[src/rtl/morse_transmitter.sv]
// ASCII-to-Morse serialiser: one ready/valid character in, one line bit per time unit out.
// Optional build macro MORSE_END_MSG_EN: byte 0x04 sends the AR prosign and then halts until reset.
module morse_transmitter #(
    parameter int UNIT_CYCLES = 1,
    parameter int CNT_W       = 16
) (
    input  logic       i_clk,
    input  logic       i_rst,
    input  logic [7:0] i_data,
    input  logic       i_valid,
    output logic       o_ready,
    output logic       o_data_morse,
    output logic       o_busy,
    output logic       o_err
);

    // state    | meaning
    // IDLE     | ready; the accept cycle also decodes the character (LOAD)
    // MARK     | key down for one dot or dash
    // ELEM_GAP | one unit of key up after every element
    // CHAR_GAP | remainder of the 3-unit character gap
    // WORD_GAP | space character, 4 units of key up
    // HALT     | end-of-message sent, wait for reset
    typedef enum logic [2:0] {IDLE, MARK, ELEM_GAP, CHAR_GAP, WORD_GAP, HALT} state_t;

    localparam int TW = CNT_W + 2;
    localparam logic [TW-1:0] T_DOT  = TW'(UNIT_CYCLES - 1);
    localparam logic [TW-1:0] T_DASH = TW'(3 * UNIT_CYCLES - 1);
    // Final gaps end one cycle early: the last gap cycle is presented while back in
    // IDLE, so a character accepted there abuts with no extra idle unit.
    localparam logic [TW-1:0] T_CG   = TW'(2 * UNIT_CYCLES - 2);
    localparam logic [TW-1:0] T_WG   = TW'(4 * UNIT_CYCLES - 2);

    state_t        state, state_nxt;
    logic [TW-1:0] tmr, tmr_load;
    logic [4:0]    pat_q;
    logic [2:0]    rem_q;
    logic          eot_q, err_q, morse_q;

    logic [7:0]    chr;
    logic          rom_ok, rom_eot;
    logic [2:0]    rom_len;
    logic [4:0]    rom_pat;
    logic          load, shift, err_nxt, mark_dash;

    // Code ROM: len elements, pattern left-aligned, 1 = dash
    always_comb begin
        chr     = i_data;
        if (i_data >= 8'h61 && i_data <= 8'h7a) chr = i_data - 8'h20;
        rom_ok  = 1'b1;
        rom_eot = 1'b0;
        rom_len = 3'd0;
        rom_pat = 5'b00000;
        case (chr)
            "A": {rom_len, rom_pat} = {3'd2, 5'b01000};
            "B": {rom_len, rom_pat} = {3'd4, 5'b10000};
            "C": {rom_len, rom_pat} = {3'd4, 5'b10100};
            "D": {rom_len, rom_pat} = {3'd3, 5'b10000};
            "E": {rom_len, rom_pat} = {3'd1, 5'b00000};
            "F": {rom_len, rom_pat} = {3'd4, 5'b00100};
            "G": {rom_len, rom_pat} = {3'd3, 5'b11000};
            "H": {rom_len, rom_pat} = {3'd4, 5'b00000};
            "I": {rom_len, rom_pat} = {3'd2, 5'b00000};
            "J": {rom_len, rom_pat} = {3'd4, 5'b01110};
            "K": {rom_len, rom_pat} = {3'd3, 5'b10100};
            "L": {rom_len, rom_pat} = {3'd4, 5'b01000};
            "M": {rom_len, rom_pat} = {3'd2, 5'b11000};
            "N": {rom_len, rom_pat} = {3'd2, 5'b10000};
            "O": {rom_len, rom_pat} = {3'd3, 5'b11100};
            "P": {rom_len, rom_pat} = {3'd4, 5'b01100};
            "Q": {rom_len, rom_pat} = {3'd4, 5'b11010};
            "R": {rom_len, rom_pat} = {3'd3, 5'b01000};
            "S": {rom_len, rom_pat} = {3'd3, 5'b00000};
            "T": {rom_len, rom_pat} = {3'd1, 5'b10000};
            "U": {rom_len, rom_pat} = {3'd3, 5'b00100};
            "V": {rom_len, rom_pat} = {3'd4, 5'b00010};
            "W": {rom_len, rom_pat} = {3'd3, 5'b01100};
            "X": {rom_len, rom_pat} = {3'd4, 5'b10010};
            "Y": {rom_len, rom_pat} = {3'd4, 5'b10110};
            "Z": {rom_len, rom_pat} = {3'd4, 5'b11000};
            "0": {rom_len, rom_pat} = {3'd5, 5'b11111};
            "1": {rom_len, rom_pat} = {3'd5, 5'b01111};
            "2": {rom_len, rom_pat} = {3'd5, 5'b00111};
            "3": {rom_len, rom_pat} = {3'd5, 5'b00011};
            "4": {rom_len, rom_pat} = {3'd5, 5'b00001};
            "5": {rom_len, rom_pat} = {3'd5, 5'b00000};
            "6": {rom_len, rom_pat} = {3'd5, 5'b10000};
            "7": {rom_len, rom_pat} = {3'd5, 5'b11000};
            "8": {rom_len, rom_pat} = {3'd5, 5'b11100};
            "9": {rom_len, rom_pat} = {3'd5, 5'b11110};
            " ": {rom_len, rom_pat} = {3'd0, 5'b00000};
`ifdef MORSE_END_MSG_EN
            8'h04: begin
                {rom_len, rom_pat} = {3'd5, 5'b01010};
                rom_eot = 1'b1;
            end
`endif
            default: rom_ok = 1'b0;
        endcase
    end

    always_comb begin
        state_nxt = state;
        load      = 1'b0;
        shift     = 1'b0;
        err_nxt   = 1'b0;
        mark_dash = pat_q[4];
        case (state)
            IDLE: begin
                if (i_valid) begin
                    if (rom_ok) begin
                        load = 1'b1;
                        if (rom_len == 3'd0) begin
                            state_nxt = WORD_GAP;
                        end else begin
                            state_nxt = MARK;
                            mark_dash = rom_pat[4];
                        end
                    end else begin
                        err_nxt = 1'b1;
                    end
                end
            end
            MARK:     if (tmr == '0) state_nxt = ELEM_GAP;
            ELEM_GAP: begin
                if (tmr == '0) begin
                    if (rem_q == 3'd1) begin
                        state_nxt = CHAR_GAP;
                    end else begin
                        state_nxt = MARK;
                        shift     = 1'b1;
                        mark_dash = pat_q[3];
                    end
                end
            end
            CHAR_GAP: if (tmr == '0) state_nxt = eot_q ? HALT : IDLE;
            WORD_GAP: if (tmr == '0) state_nxt = IDLE;
            HALT:     state_nxt = HALT;
            default:  state_nxt = IDLE;
        endcase

        case (state_nxt)
            MARK:     tmr_load = mark_dash ? T_DASH : T_DOT;
            ELEM_GAP: tmr_load = T_DOT;
            CHAR_GAP: tmr_load = T_CG;
            WORD_GAP: tmr_load = T_WG;
            default:  tmr_load = '0;
        endcase
    end

    always_ff @(posedge i_clk or posedge i_rst) begin
        if (i_rst) begin
            state   <= IDLE;
            tmr     <= '0;
            pat_q   <= '0;
            rem_q   <= '0;
            eot_q   <= 1'b0;
            err_q   <= 1'b0;
            morse_q <= 1'b0;
        end else begin
            state   <= state_nxt;
            err_q   <= err_nxt;
            morse_q <= (state_nxt == MARK);
            if (state_nxt != state) tmr <= tmr_load;
            else if (tmr != '0)     tmr <= tmr - TW'(1);
            if (load) begin
                pat_q <= rom_pat;
                rem_q <= rom_len;
                eot_q <= rom_eot;
            end else if (shift) begin
                pat_q <= {pat_q[3:0], 1'b0};
                rem_q <= rem_q - 3'd1;
            end
        end
    end

    assign o_ready      = (state == IDLE) && !i_rst;
    assign o_busy       = (state != IDLE) && !i_rst;
    assign o_err        = err_q;
    assign o_data_morse = morse_q;

endmodule

[config.mk]
export PLATFORM = sky130hd
export DESIGN_NAME = morse_transmitter
export DESIGN_NICKNAME = d
export VERILOG_FILES = /design/src/rtl/morse_transmitter.sv
export SDC_FILE = /design/constraint.sdc
export NUM_CORES = 1
export LEC_CHECK = 0
export ABC_CLOCK_PERIOD_IN_PS = 2750
export CAP_MARGIN = 10
export CORE_UTILIZATION = 25
export DETAILED_ROUTE_END_ITERATION = 12
export GPL_ROUTABILITY_DRIVEN = 1
export PLACE_DENSITY = 0.47
export SYNTH_ARGS = -nofsm -noshare
export SYNTH_HDL_FRONTEND = slang
export SYNTH_SLANG_ARGS = --single-unit
[constraint.sdc]
create_clock -name i_clk -period 2.75 [get_ports i_clk]
set_clock_uncertainty 0.15 [all_clocks]
set_input_delay 0.825 -clock i_clk [delete_from_list [all_inputs] [get_ports i_clk]]
set_output_delay 0.825 -clock i_clk [all_outputs]
set_load 0.02 [all_outputs]
Run 1, cell placement:
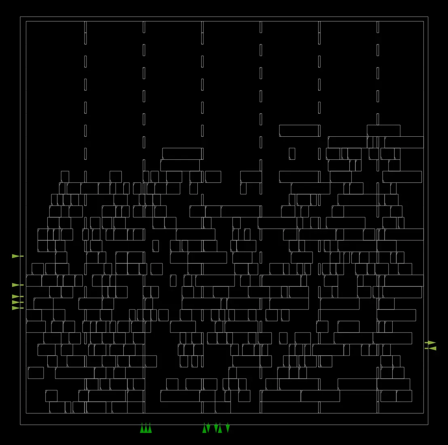
flop share of the area: 0.245
Tap Count: 108
core area: 0.00868 mm^2
Non-Filler Instances: 443

Run 1, port wiring:
The bar under the picture is 20 um long.
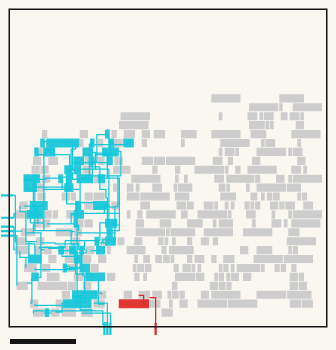
o_err -> red  # direction output, end cells 1, buffers 1, wire 16.0 um
i_data -> cyan  # direction input, end cells 63, buffers 20, wire 907 um

Run 1, where the registers sit:
The bar under the picture is 20 um long. Other sequential cells in the stronger grey, the rest of the logic in the fainter grey.
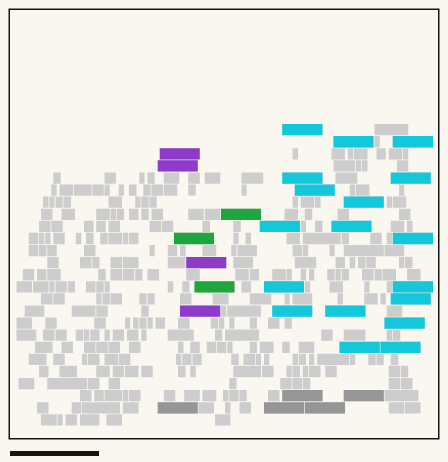
rem_q -> green  # flops 3
tmr -> cyan  # flops 18
pat_q -> purple  # flops 4, where centre

==> results.sh, run 1 <==
# source this file to load flow results
export IMPL_status="completed"
export IMPL_tool_warnings=28
export IMPL_lay_top_cells="buf_4, nor2_1, dfrtp_1"
export IMPL_path_max_fanout=3
export IMPL_crit_end="o_busy"
export IMPL_clk_path_buf_depth=2
export IMPL_postCtsSetupBuffers=0
export IMPL_regToRegEndpoint="o_data_morse"
export IMPL_largest_area_cell="dfrtp_1"
export IMPL_cts_repair_resized=5
export IMPL_largest_cell_class="combinational gates"
export IMPL_clk_latency_ps=280
export IMPL_crit_type="primary input to primary output"
export IMPL_first_global_vias=2071
export IMPL_overflow=0
export IMPL_seq_area_um2=751
export IMPL_edf_count=0
export IMPL_switching_share=0.258
export IMPL_gr_usage_met3=0.0261
export IMPL_top_usage_layer="met2"
export IMPL_layout_top_cell="buf_4"
export IMPL_powerSeq_w=0.000441
export IMPL_wl_met3_um=143
export IMPL_grtUsageMet1=0.151
export IMPL_leakagePower_nw=1.40
export IMPL_required_ps=1780
export IMPL_power_frac_comb=0.162
export IMPL_inverters=12
export IMPL_cap_violations=0
export IMPL_syn_inst=274
export IMPL_fp_nets=289
export IMPL_clkCellAreaFrac=0.0298
export IMPL_path_clk_slew_ps=60
export IMPL_die_width_um=96.3
export IMPL_cts_sinks=30
export IMPL_avgRoutedWirePerCell_um=13.0
export IMPL_dpl_cell_area_mm2=0.00281
export IMPL_ys_cells=274
export IMPL_ys_types=53
export IMPL_synthDominantCellAreaShare=0.338
export IMPL_grt_max_degree=31
export IMPL_final_nets=349
export IMPL_cp_arrival_ps=1700
export IMPL_grtUsageTotal=0.130
export IMPL_dr_pass1_iters=4
export IMPL_drive_gt1_frac=0.266
export IMPL_r2r_slack_ps=200
export IMPL_rsz0062_at_grt="yes"
export IMPL_cts_hold_buf=0
export IMPL_nClkBuffers=7
export IMPL_avgSynthCellArea_um2=8.11
export IMPL_cts_tree="built"
export IMPL_finalWirelength_um=5750
export IMPL_io_pins=15
export IMPL_worst_r2r_cell_count=11
export IMPL_total_power_w=0.000967
export IMPL_netSwitchingPower_w=0.000249
export IMPL_fin_area_mm2=0.00306
export IMPL_whs_ps=359
export IMPL_fin_crit_sh=0.972
export IMPL_yosysMostFrequentCell="nor2_1"
export IMPL_max_slew_margin_rel=0.689
export IMPL_p_clk_frac=0.381
export IMPL_met2_usage=0.238
export IMPL_power_internal_w=0.000717
export IMPL_place_hpwl_um=4210
export IMPL_comb_area_frac=0.478
export IMPL_cellPowerDensity_mw_per_mm2=316
export IMPL_die_y_um=96.3
export IMPL_crit_start="i_rst"
export IMPL_drc=0
export IMPL_worst_pin_slew_ps=461
export IMPL_routed_top_layer="met4"
export IMPL_fp_util=0.256
export IMPL_drt_iter0_drc=81
export IMPL_final_max_slew_viol_count=0
export IMPL_logic_area_mm2=0.00146
export IMPL_hp_class="register to register"
export IMPL_finalSetupViolCount=0
export IMPL_num_vias=2165
export IMPL_areaGrowthSynthToFinish_pct=37.8
export IMPL_hold_violations=0
export IMPL_common_cells="nor2_1, dfrtp_1, nand2_1"
export IMPL_nFillCells=913
export IMPL_route_antenna_remaining_nets=0
export IMPL_ys_seq_elements=30
export IMPL_place_inst=430
export IMPL_setup_ws_ps=76.9
export IMPL_worst_setup_path_start_kind="primary input"
export IMPL_synth_warning_count=0
export IMPL_htree_levels=2
export IMPL_vdd_drop_max_mv=0.178
export IMPL_topCellsByArea="dfrtp_1, nor2_1, a21oi_1, nand2_1, o21ai_0"
export IMPL_viasPerCell=4.89
export IMPL_drt_met1_wl_um=2590
export IMPL_seq_power_share=0.457
export IMPL_hp_start="pat_q[0]"
export IMPL_buffers=68
run 1: critical path: stages:
cell	delay [ps]
clkdlybuf4s50_1	430
nor2_1	110
dlygate4sd2_1	330
run 1: flip-flops by register name, summed over array words and instances, names as in the netlist:
name	flops
pat_q	4
o_data_morse	1
tmr	18
state	3
rem_q	3
o_err	1
run 1: logic make-up after synthesis:
| kind of cell | share of synthesized area |
|---|---|
| simple gates | 0.286 |
| compound gates | 0.204 |
| flops | 0.338 |
| buf+inv | 0.0501 |
| xor+xnor | 0.0631 |
| mux | 0.0321 |
| fa+ha+maj | 0.0270 |
Run 1, PDN straps and rails:
The bar under the picture is 20 um long. Pins as bars on the die edge. Tap cells in grey.
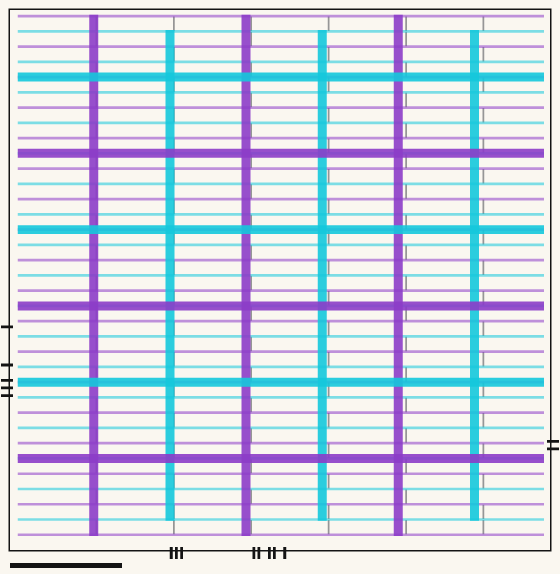

==> run 1 -> run 2 <==
Settings changed: CORE_ASPECT_RATIO set to 1.5, CTS_BUF_LIST set to sky130_fd_sc_hd__clkbuf_16, MAX_ROUTING_LAYER set to met4.
Run 2, PDN straps and rails:
The bar under the picture is 20 um long. Pins as bars on the die edge. Tap cells in grey.
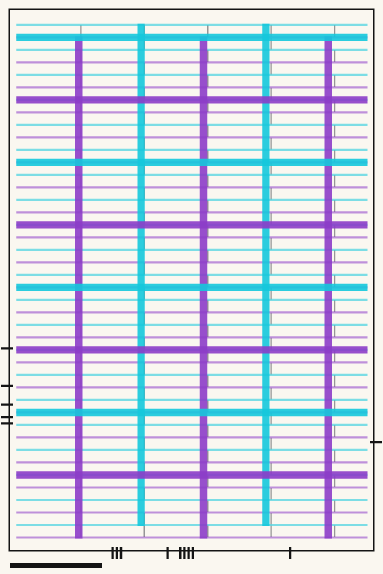
VDD -> cyan
VSS -> purple
tap cells = 107
rows = 41

Run 2, where the registers sit:
The bar under the picture is 20 um long. Other sequential cells in the stronger grey, the rest of the logic in the fainter grey.
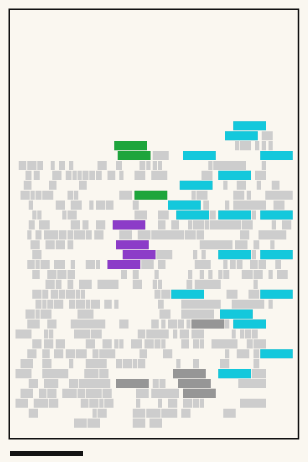
rem_q -> green  # flops 3
tmr -> cyan  # flops 18, where east
pat_q -> purple  # flops 4, where centre
not coloured = 5

Run 2, port wiring:
The bar under the picture is 20 um long.
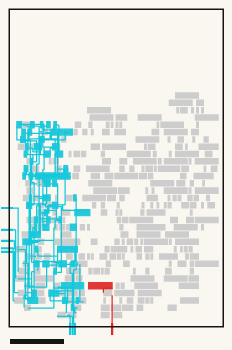
o_err -> red  # direction output, end cells 1, buffers 1, wire 16.0 um
i_data -> cyan  # direction input, end cells 63, buffers 23, wire 1,070 um

==> run 2 against run 1 <==
Effect of this change: critical path depth unchanged; core utilization up 2.1 points; design area up 4.0%; synthesized area is the same; total power is 25% higher; critical endpoint is now o_ready; highest routed layer unchanged.
==> results.sh, run 2 <==
# source this file to load flow results
export IMPL_status="completed"
export IMPL_comb_area_frac=0.466
export IMPL_avgRoutedWirePerCell_um=13.9
export IMPL_dpl_cell_area_mm2=0.00286
export IMPL_routed_top_layer="met4"
export IMPL_coreArea_mm2=0.00852
export IMPL_total_power_w=0.00121
export IMPL_gr_usage_met3=0.0194
export IMPL_htree_levels=2
export IMPL_seq_share=0.236
export IMPL_worst_r2r_cell_count=9
export IMPL_largest_cell_class="combinational gates"
export IMPL_lay_top_cells="buf_4, nor2_1, dfrtp_1"
export IMPL_largest_reg_flops=18
export IMPL_nClkBuffers=5
export IMPL_worst_pin_slew_ps=657
export IMPL_setup_ws_ps=54.4
export IMPL_power_internal_w=0.000939
export IMPL_dr_pass1_iters=4
export IMPL_powerSeq_w=0.000442
export IMPL_netSwitchingPower_w=0.000266
export IMPL_cap_violations=0
export IMPL_num_vias=2198
export IMPL_common_cells="nor2_1, dfrtp_1, nand2_1"
export IMPL_clk_latency_ps=270
export IMPL_ys_seq_elements=30
export IMPL_synth_warning_count=0
export IMPL_drt_iter0_drc=119
export IMPL_grtUsageTotal=0.137
export IMPL_finalWirelength_um=6130
export IMPL_regToRegEndpoint="tmr[11]"
export IMPL_viasPerCell=5.00
export IMPL_fp_nets=289
export IMPL_largest_register="tmr"
export IMPL_drc=0
export IMPL_met2_usage=0.261
export IMPL_overflow=0
export IMPL_final_max_slew_viol_count=0
export IMPL_first_global_vias=2145
export IMPL_crit_end="o_ready"
export IMPL_final_nets=348
export IMPL_wl_met3_um=129
export IMPL_largestRegisters="tmr: 18 flops, pat_q: 4 flops"
export IMPL_largest_area_cell="dfrtp_1"
export IMPL_cts_hold_buf=0
export IMPL_cp_arrival_ps=1720
export IMPL_edf_count=0
export IMPL_yosysMostFrequentCell="nor2_1"
export IMPL_postCtsSetupBuffers=0
export IMPL_inverters=12
export IMPL_fp_util=0.261
export IMPL_grt_max_degree=31
export IMPL_whs_ps=388
export IMPL_hp_class="register to register"
export IMPL_rsz0062_at_grt="yes"
export IMPL_top_usage_layer="met2"
export IMPL_layout_top_cell="buf_4"
export IMPL_leakagePower_nw=1.46
export IMPL_max_slew_margin_rel=0.558
export IMPL_io_pins=15
export IMPL_crit_start="i_rst"
export IMPL_nFillCells=891
export IMPL_grtUsageMet1=0.143
export IMPL_r2r_slack_ps=190
==> run 2: netlist changes by cell type in the layout (fill, tap and decap cells not counted), sizes merged <==
cell           before  now
clkdlybuf4s50      10    9
dlymetal6s2s        2    3
dlygate4sd2         1    0
buf                53   52
bufinv              0    1
clkdlybuf4s15       0    2
clkbuf              9    6
==> run 2: cell families (layout without fill, tap and decap cells) <==
family / count (synthesis) / count (layout) / synth area share
flops: 30 / 30 / 0.338
fa+ha+maj: 5 / 5 / 0.0270
compound gates: 71 / 71 / 0.204
simple gates: 118 / 118 / 0.286
mux: 7 / 7 / 0.0321
buf+inv: 27 / 86 / 0.0501
xor+xnor: 16 / 16 / 0.0631
==> run 2: critical path: stages <==
cell and delay [ps]:
clkdlybuf4s50_1 450, nor4_2 150, clkdlybuf4s15_2 290
Run 2, local utilization:
The bar under the picture is 20 um long. 8 x 12 tiles, from white (low) to dark blue (high), 0 to 100% covered.
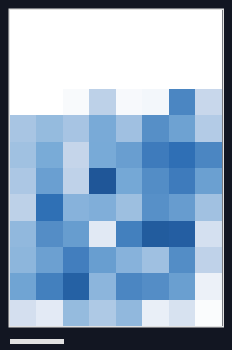

==> run 2 -> run 3 <==
Settings changed: GPL_ROUTABILITY_DRIVEN 1 to not set, PLACE_DENSITY 0.47 to not set, SKIP_CTS_REPAIR_TIMING set to 1.
Run 3, local utilization:
The bar under the picture is 20 um long. 8 x 12 tiles, from white (low) to dark blue (high), 0 to 100% covered.
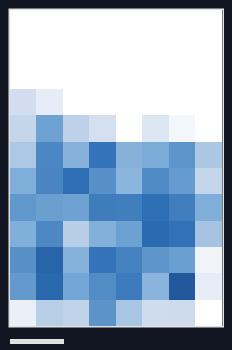
nearly empty tiles = 34%
densest ninth of the die = south
fullest tile = 83%
mean over tiles = 32%

Run 3, where the registers sit:
The bar under the picture is 20 um long. Other sequential cells in the stronger grey, the rest of the logic in the fainter grey.
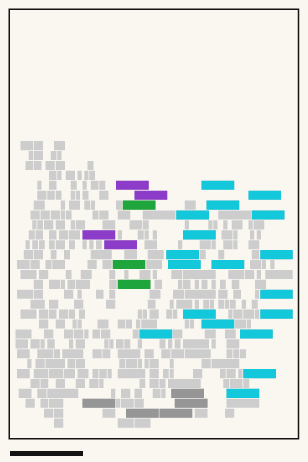
tmr -> cyan  # flops 18
rem_q -> green  # flops 3
pat_q -> purple  # flops 4, where centre
not coloured = 5

==> run 3 against run 2 <==
Effect of this change: die area unchanged; via count grew 0.36%; flip-flop count did not move; fmax rose by 0.79%; worst setup slack gained 21 ps; clock power decreased by 12%; critical path depth unchanged; sequential power about the same; cell count increased by 0.23%; clock-buffer cell count is the same; total power is 6.6% lower; worst hold slack gained 3.1 ps; highest routed layer unchanged.
==> results.sh, run 3 <==
# source this file to load flow results
export IMPL_status="completed"
export IMPL_route_antenna_remaining_nets=0
export IMPL_lay_top_cells="buf_4, nor2_1, dfrtp_1"
export IMPL_final_nets=348
export IMPL_largest_reg_flops=18
export IMPL_crit_family="buffers and inverters"
export IMPL_yosysMostFrequentCell="nor2_1"
export IMPL_clk_latency_ps=270
export IMPL_drt_iter0_drc=50
export IMPL_finalSetupViolCount=0
export IMPL_hp_class="register to register"
export IMPL_worst_pin_slew_ps=606
export IMPL_buffers=67
export IMPL_setup_ws_ps=75.5
export IMPL_top_usage_layer="met2"
export IMPL_nFillCells=908
export IMPL_first_global_vias=2227
export IMPL_largest_area_cell="dfrtp_1"
export IMPL_leakagePower_nw=1.46
export IMPL_num_vias=2206
export IMPL_grtUsageTotal=0.131
export IMPL_total_power_w=0.00113
export IMPL_ys_types=53
export IMPL_worst_r2r_cell_count=10
export IMPL_cap_violations=0
export IMPL_netSwitchingPower_w=0.000279
export IMPL_coreArea_mm2=0.00852
export IMPL_final_max_slew_viol_count=0
export IMPL_finalWirelength_um=5750
export IMPL_path_buffers=2
export IMPL_htree_levels=2
export IMPL_nClkBuffers=5
export IMPL_ys_seq_elements=30
export IMPL_grt_max_degree=31
export IMPL_edf_count=0
export IMPL_viasPerCell=5.00
export IMPL_powerSeq_w=0.000442
export IMPL_io_pins=15
export IMPL_path_max_fanout=3
export IMPL_cp_cell_sequence="clkdlybuf4s50_1 > nor4_1 > dlymetal6s2s_1"
export IMPL_cp_slowest_cell="clkdlybuf4s50_1"
export IMPL_max_slew_margin_rel=0.592
export IMPL_synth_warning_count=0
export IMPL_avgRoutedWirePerCell_um=13.0
export IMPL_gr_usage_met3=0.0217
export IMPL_comb_area_frac=0.465
export IMPL_required_ps=1780
export IMPL_drc=0
export IMPL_common_cells="nor2_1, dfrtp_1, nand2_1"
export IMPL_inverters=12
export IMPL_fp_util=0.261
export IMPL_regToRegEndpoint="tmr[12]"
export IMPL_overflow=0
export IMPL_fp_nets=289
export IMPL_largest_cell_class="combinational gates"
export IMPL_met2_usage=0.237
export IMPL_seq_share=0.243
export IMPL_vdd_drop_max_mv=0.331
export IMPL_whs_ps=391
export IMPL_dr_pass1_iters=4
export IMPL_chip_area_mm2=0.00928
Run 3, PDN straps and rails:
The bar under the picture is 20 um long. Pins as bars on the die edge. Tap cells in grey.
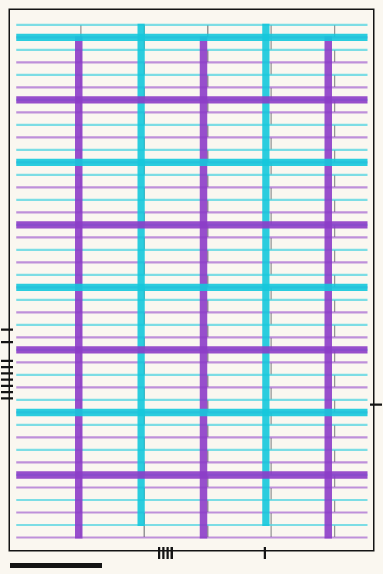
VDD -> cyan
VSS -> purple
rows = 41
met5 straps = 8
met4 straps = 5

==> run 3: worst max path at each step <==
stage,slack [ps],endpoint,cells after the start,start
final,80,o_ready,3,i_rst
after global routing,-8,tmr[10],10,tmr[0]
after CTS,-360,o_ready,3,i_rst
after detailed placement,-360,o_ready,3,i_rst
after global placement,-290,rem_q[2],10,i_data[5]
after floorplan,4,rem_q[2],9,i_data[2]
==> run 3: routing by layer <==
metal,vias to the layer above,share of wire
met5,-,0
met4,0,0.028
met3,12,0.019
met2,29,0.54
met1,1059,0.41
li1,1106,-
==> run 3: kinds of logic after synthesis <==
family,Yosys count,synth area share
simple gates,118,0.286
compound gates,71,0.204
flops,30,0.338
buf+inv,27,0.0501
xor+xnor,16,0.0631
mux,7,0.0321
fa+ha+maj,5,0.0270
Power is estimated from default activity; no workload was simulated.
